Figure 1. Clock wiring as the flow saved it.
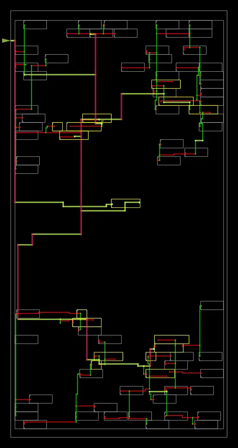
Figure 2. Cells by drive strength.
Scale: 3 px per µm.
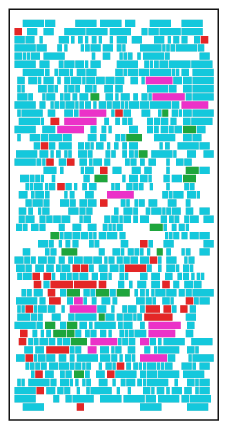
Figure 3. Signal wires on met3.
Scale: 4 px per µm. Cells faint in the background.
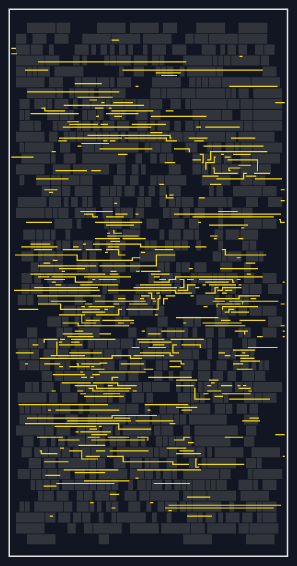
Figure 4. Wire density map.
Scale: 4 px per µm. The die is cut into 14 by 27 equal tiles; dark purple is low, yellow is high, scaled to the fullest tile. Values are wire area over tile area, all layers added.
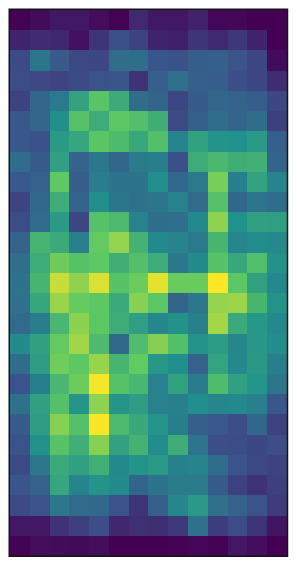
`src/rtl/detector_nota.sv`:
```
// Pitch detector for the music-box tone: measures the rising-edge period of
// tono_in in clk cycles and reports the matching key (do..si) one-hot.

module detector_nota_cmp #(
    parameter int unsigned ANCHO = 21,
    parameter int unsigned NOM   = 0,
    parameter int unsigned TOL   = 0
) (
    input  logic [ANCHO-1:0] i_per,
    output logic             o_hit
);
    logic [31:0] w_per32;

    assign w_per32 = 32'(i_per);
    // Two one-sided tests keep the unsigned window free of wrap-around.
    assign o_hit = (w_per32 + TOL >= NOM) && (w_per32 <= NOM + TOL);
endmodule

module detector_nota #(
    parameter int unsigned ANCHO   = 21,
    parameter int unsigned P_DO    = 191110,
    parameter int unsigned P_RE    = 170265,
    parameter int unsigned P_MI    = 151685,
    parameter int unsigned P_FA    = 143172,
    parameter int unsigned P_SOL   = 127551,
    parameter int unsigned P_LA    = 113636,
    parameter int unsigned P_SI    = 101238,
    parameter int unsigned TOL     = 1000,
    parameter int unsigned N_CONF  = 2,
    parameter int unsigned TIMEOUT = (2**21) - 1
) (
    input  logic             clk,
    input  logic             reset,
    input  logic             tono_in,
    output logic [6:0]       teclas,
    output logic             valida,
    output logic [ANCHO-1:0] periodo,
    output logic             nueva
);
    localparam int unsigned NC_W = $clog2(N_CONF + 1);
    localparam logic [NC_W-1:0]  NC_MAX = NC_W'(N_CONF);
    localparam logic [ANCHO-1:0] TMO    = ANCHO'(TIMEOUT);
    localparam int unsigned P_NOM [7] = '{P_DO, P_RE, P_MI, P_FA, P_SOL, P_LA, P_SI};

    typedef enum logic {ESPERA, MIDE} estado_t;

    estado_t          r_estado;
    logic [2:0]       r_sinc;
    logic [ANCHO-1:0] r_cnt;
    logic [6:0]       r_ult;
    logic [NC_W-1:0]  r_igu;
    logic [6:0]       r_teclas;
    logic             r_valida;
    logic [ANCHO-1:0] r_periodo;
    logic             r_nueva;

    logic             w_flanco;
    logic             w_sat;
    logic [ANCHO-1:0] w_per;
    logic [6:0]       w_cand;
    logic [NC_W-1:0]  w_igu_nxt;
    logic             w_conf;

    // r_sinc[0..1] is the synchronizer, r_sinc[2] the delayed copy for edge detection.
    always_ff @(posedge clk) begin
        if (reset) r_sinc <= '0;
        else       r_sinc <= {r_sinc[1:0], tono_in};
    end

    assign w_flanco = r_sinc[1] & ~r_sinc[2];
    assign w_sat    = (r_cnt == TMO);

    always_ff @(posedge clk) begin
        if (reset)         r_cnt <= '0;
        else if (w_flanco) r_cnt <= '0;
        else if (!w_sat)   r_cnt <= r_cnt + 1'b1;
    end

    // An edge landing on the saturated count reports TIMEOUT, not TIMEOUT+1.
    assign w_per = w_sat ? TMO : r_cnt + 1'b1;

    for (genvar k = 0; k < 7; k++) begin : g_cls
        detector_nota_cmp #(
            .ANCHO (ANCHO),
            .NOM   (P_NOM[k]),
            .TOL   (TOL)
        ) u_cmp (
            .i_per (w_per),
            .o_hit (w_cand[k])
        );
    end

    always_comb begin
        w_igu_nxt = NC_W'(1);
        if (w_cand == r_ult)
            w_igu_nxt = (r_igu >= NC_MAX) ? NC_MAX : r_igu + 1'b1;
    end

    assign w_conf = (w_igu_nxt >= NC_MAX);

    always_ff @(posedge clk) begin
        if (reset) begin
            r_estado  <= ESPERA;
            r_ult     <= '0;
            r_igu     <= '0;
            r_teclas  <= '0;
            r_valida  <= 1'b0;
            r_periodo <= '0;
            r_nueva   <= 1'b0;
        end else begin
            r_nueva <= 1'b0;
            case (r_estado)
                ESPERA: begin
                    if (w_flanco) r_estado <= MIDE;
                end
                MIDE: begin
                    if (w_flanco) begin
                        r_periodo <= w_per;
                        r_ult     <= w_cand;
                        r_igu     <= w_igu_nxt;
                        if (w_conf && (w_cand != r_teclas)) begin
                            r_teclas <= w_cand;
                            r_valida <= |w_cand;
                            r_nueva  <= 1'b1;
                        end
                    end else if (w_sat) begin
                        r_teclas <= '0;
                        r_valida <= 1'b0;
                        r_nueva  <= |r_teclas;
                        r_ult    <= '0;
                        r_igu    <= '0;
                        r_estado <= ESPERA;
                    end
                end
                default: r_estado <= ESPERA;
            endcase
        end
    end

    assign teclas  = r_teclas;
    assign valida  = r_valida;
    assign periodo = r_periodo;
    assign nueva   = r_nueva;
endmodule

```
`config.mk`:
```
export PLATFORM = sky130hd
export DESIGN_NAME = detector_nota
export DESIGN_NICKNAME = d
export VERILOG_FILES = /design/src/rtl/detector_nota.sv
export SDC_FILE = /design/constraint.sdc
export NUM_CORES = 1
export LEC_CHECK = 0
export CORE_ASPECT_RATIO = 2
export CORE_UTILIZATION = 61
export CTS_CLUSTER_DIAMETER = 50
export DETAILED_ROUTE_END_ITERATION = 8
export PLACE_DENSITY = 0.81
export REMOVE_ABC_BUFFERS = 1
export SYNTH_ARGS = -nofsm -noshare
export SYNTH_HDL_FRONTEND = slang
export SYNTH_SLANG_ARGS = --single-unit
```
`constraint.sdc`:
```
create_clock -name clk -period 6.5 [get_ports clk]
set_input_delay 1.625 -clock clk [delete_from_list [all_inputs] [get_ports clk]]
set_output_delay 1.625 -clock clk [all_outputs]
set_load 0.1 [all_outputs]
```
==> Slide: Implementation Results <==
Flow Results at a Glance

Power
  – Power Total: 1050 µW
  – Clock share of power: 55.9%
  – Sequential share of power: 38.2%
  – Static leakage: 0.00222 µW
  – Max VDD drop: 0.222 mV
  – Top power group: the clock network
  – Int Pwr: 792 µW
  – Comb power frac: 5.9%

Final timing
  – Final setup viols: 0
  – Hold Fails Final Rpt: 0
  – Max-slew violations: 0
  – FMAX: 159 MHz
  – Cycle use final: 96.8%
  – Worst slew margin: 32.6%
  – Final Skew: 6.85 ps

Placed design
  – Placed Cells: 842
  – Count of buffers from port buffering: 32
  – Cell Area, Placed: 5890 µm²
  – Place WS: 376 ps
  – Placer Congestion: 1.15
  – Detailed placement HPWL: 15900 µm

Logic synthesis
  – Synth Area in Adders: 1.32%
  – Synthesized netlist cell count: 736
  – Yosys reg bits: 64
  – Synth logic family: simple AND/OR/NAND/NOR gates
  – Synth top area share: 23.3%
  – Sequential area share after synthesis: 23.3%
  – Tally of yosys warning messages: 0
  – Ys cells: 736
  – Post-synth EDFFs: 0
  – Count leader, synth: nor2_1
  – Simple-gate share of the synthesized area: 31.2%
  – Post-Synth AOI/OAI Area: 30.5%
  – Top FF cell, synth: dfxtp_1
  – Post-synthesis cell area: 5510 µm²

Drt
  – DRC: 0
  – Final ANT Viol Nets: 0
  – Vias per inst: 7.68

Outcome
  – Outcome: complete, no violations

Layout
  – Ratio of cells with drive above 1 in the final layout: 10.0%
  – Comb/total area: 61.9%
  – Final Non-Filler Cells: 858
  – # fillers: 721
  – P&R area growth vs syn: 13.5%
  – Util after Layout: 71.8%
  – Top cell excl fill/tap: nor2_1
  – Seq_cells: 64
  – Nets: 761
  – Clk cell area share: 5.60%
  – Comb gates: 596
  – Data buffer area share: 8.84%

Die
  – Die Size: 9440 µm²
  – Tap cells: 100
  – Ports: 33
  – FP Rows: 48
  – Die Width: 69.2 µm
  – Init Core Util: 63.3%
  – Vert. Die Dim: 136 µm

Clock tree
  – Root buf cell: clkbuf_16
  – Clock transition at path regs: 60 ps
  – Post_cts resized: 0
  – Max clock buf depth: 2
  – Post-CTS Setup Repair Bufs: 0
  – H-tree lvl count: 3

Hold path
  – Hold path depth: 1
  – Hold WC Path Type: reg -> reg

Global routing
  – First-pass GRT wire length: 34800 µm
  – Largest net degree at the start of global routing: 40
  – Vias in the first global route: 6404

Critical path
  – RR Endpoint: teclas[4]$_SDFFE_PP0P_
  – Worst Setup Path Type: reg -> reg
  – Worst reg2reg path depth: 19
  – Critical-path cell list: nand3_1 > xor2_1 > a21boi_1 > inv_1 > ha_1 > nor3_1 > a21boi_0 > o211a_1 > nand3_1 > o21ai_0 > nor2_1 > xnor2_1 > o311ai_0 > a211oi_2 > xnor2_1 > nand4_1 > a211oi_2 > and2_1 > a22o_1
  – Worst Setup End Kind: register
  – Critical R2R Launch: r_cnt[2]$_SDFFE_PP0P_
  – Worst endpoint required time: 6790 ps
  – CP max-delay cell: dfxtp_1

Job
  – Log Warnings: 28
About Figure 1:
total CTS buffers: 9
# clk buffers: 9

About Figure 2:
- magenta: _6 and larger (cells 15)
- cyan: _0 and _1 cells (cells 682)
- red: _3 and _4 cells (cells 39)
- green: _2 cells (cells 22)
final worst slack: 210 ps
Signal buffers: 63

About Figure 3:
- share of all routed wire: 9.7%
- nets with wire on the layer: 196
- wire length on this layer: 2120 µm
- main direction: horizontal
- longest straight run: 36.8 µm
Routed WL: 21900 µm
routed via count: 6588
Global Route met3 Usage: 16.5%

About Figure 4:
- fullest tile: 1.0
- mean over tiles: 0.42
- tiles over half the peak: 37%
gr usage total: 47.9%
drt wl/cell: 25.6 µm

[layer usage]
layer  vias up  wire length [µm]  track usage [%]
met3       231              2120             16.5
met5         -                 0                0
li1       2827                 -                -
met4         0              2510             49.2
met1      2962              6850             45.7
met2       568             10500             77.3
[kinds of logic (layout without fill, tap and decap cells)]
logic type,after synthesis,count (layout)
xor+xnor,37,37
buf+inv,76,98
fa+ha+maj,6,6
simple gates,317,317
flops,64,64
mux,6,6
compound gates,230,230
[critical path, delay by kind of cell (launching register included)]
kind / cells / cell delay (ps)
and+or+nand+nor: 6 / 1400
buffers and inverters: 1 / 100
AOI/OAI and AO/OA: 8 / 2700
DFF: 1 / 600
xor gates and xnor gates: 3 / 1090
adders and majority gates: 1 / 310
Power and IR drop assume default switching activity.
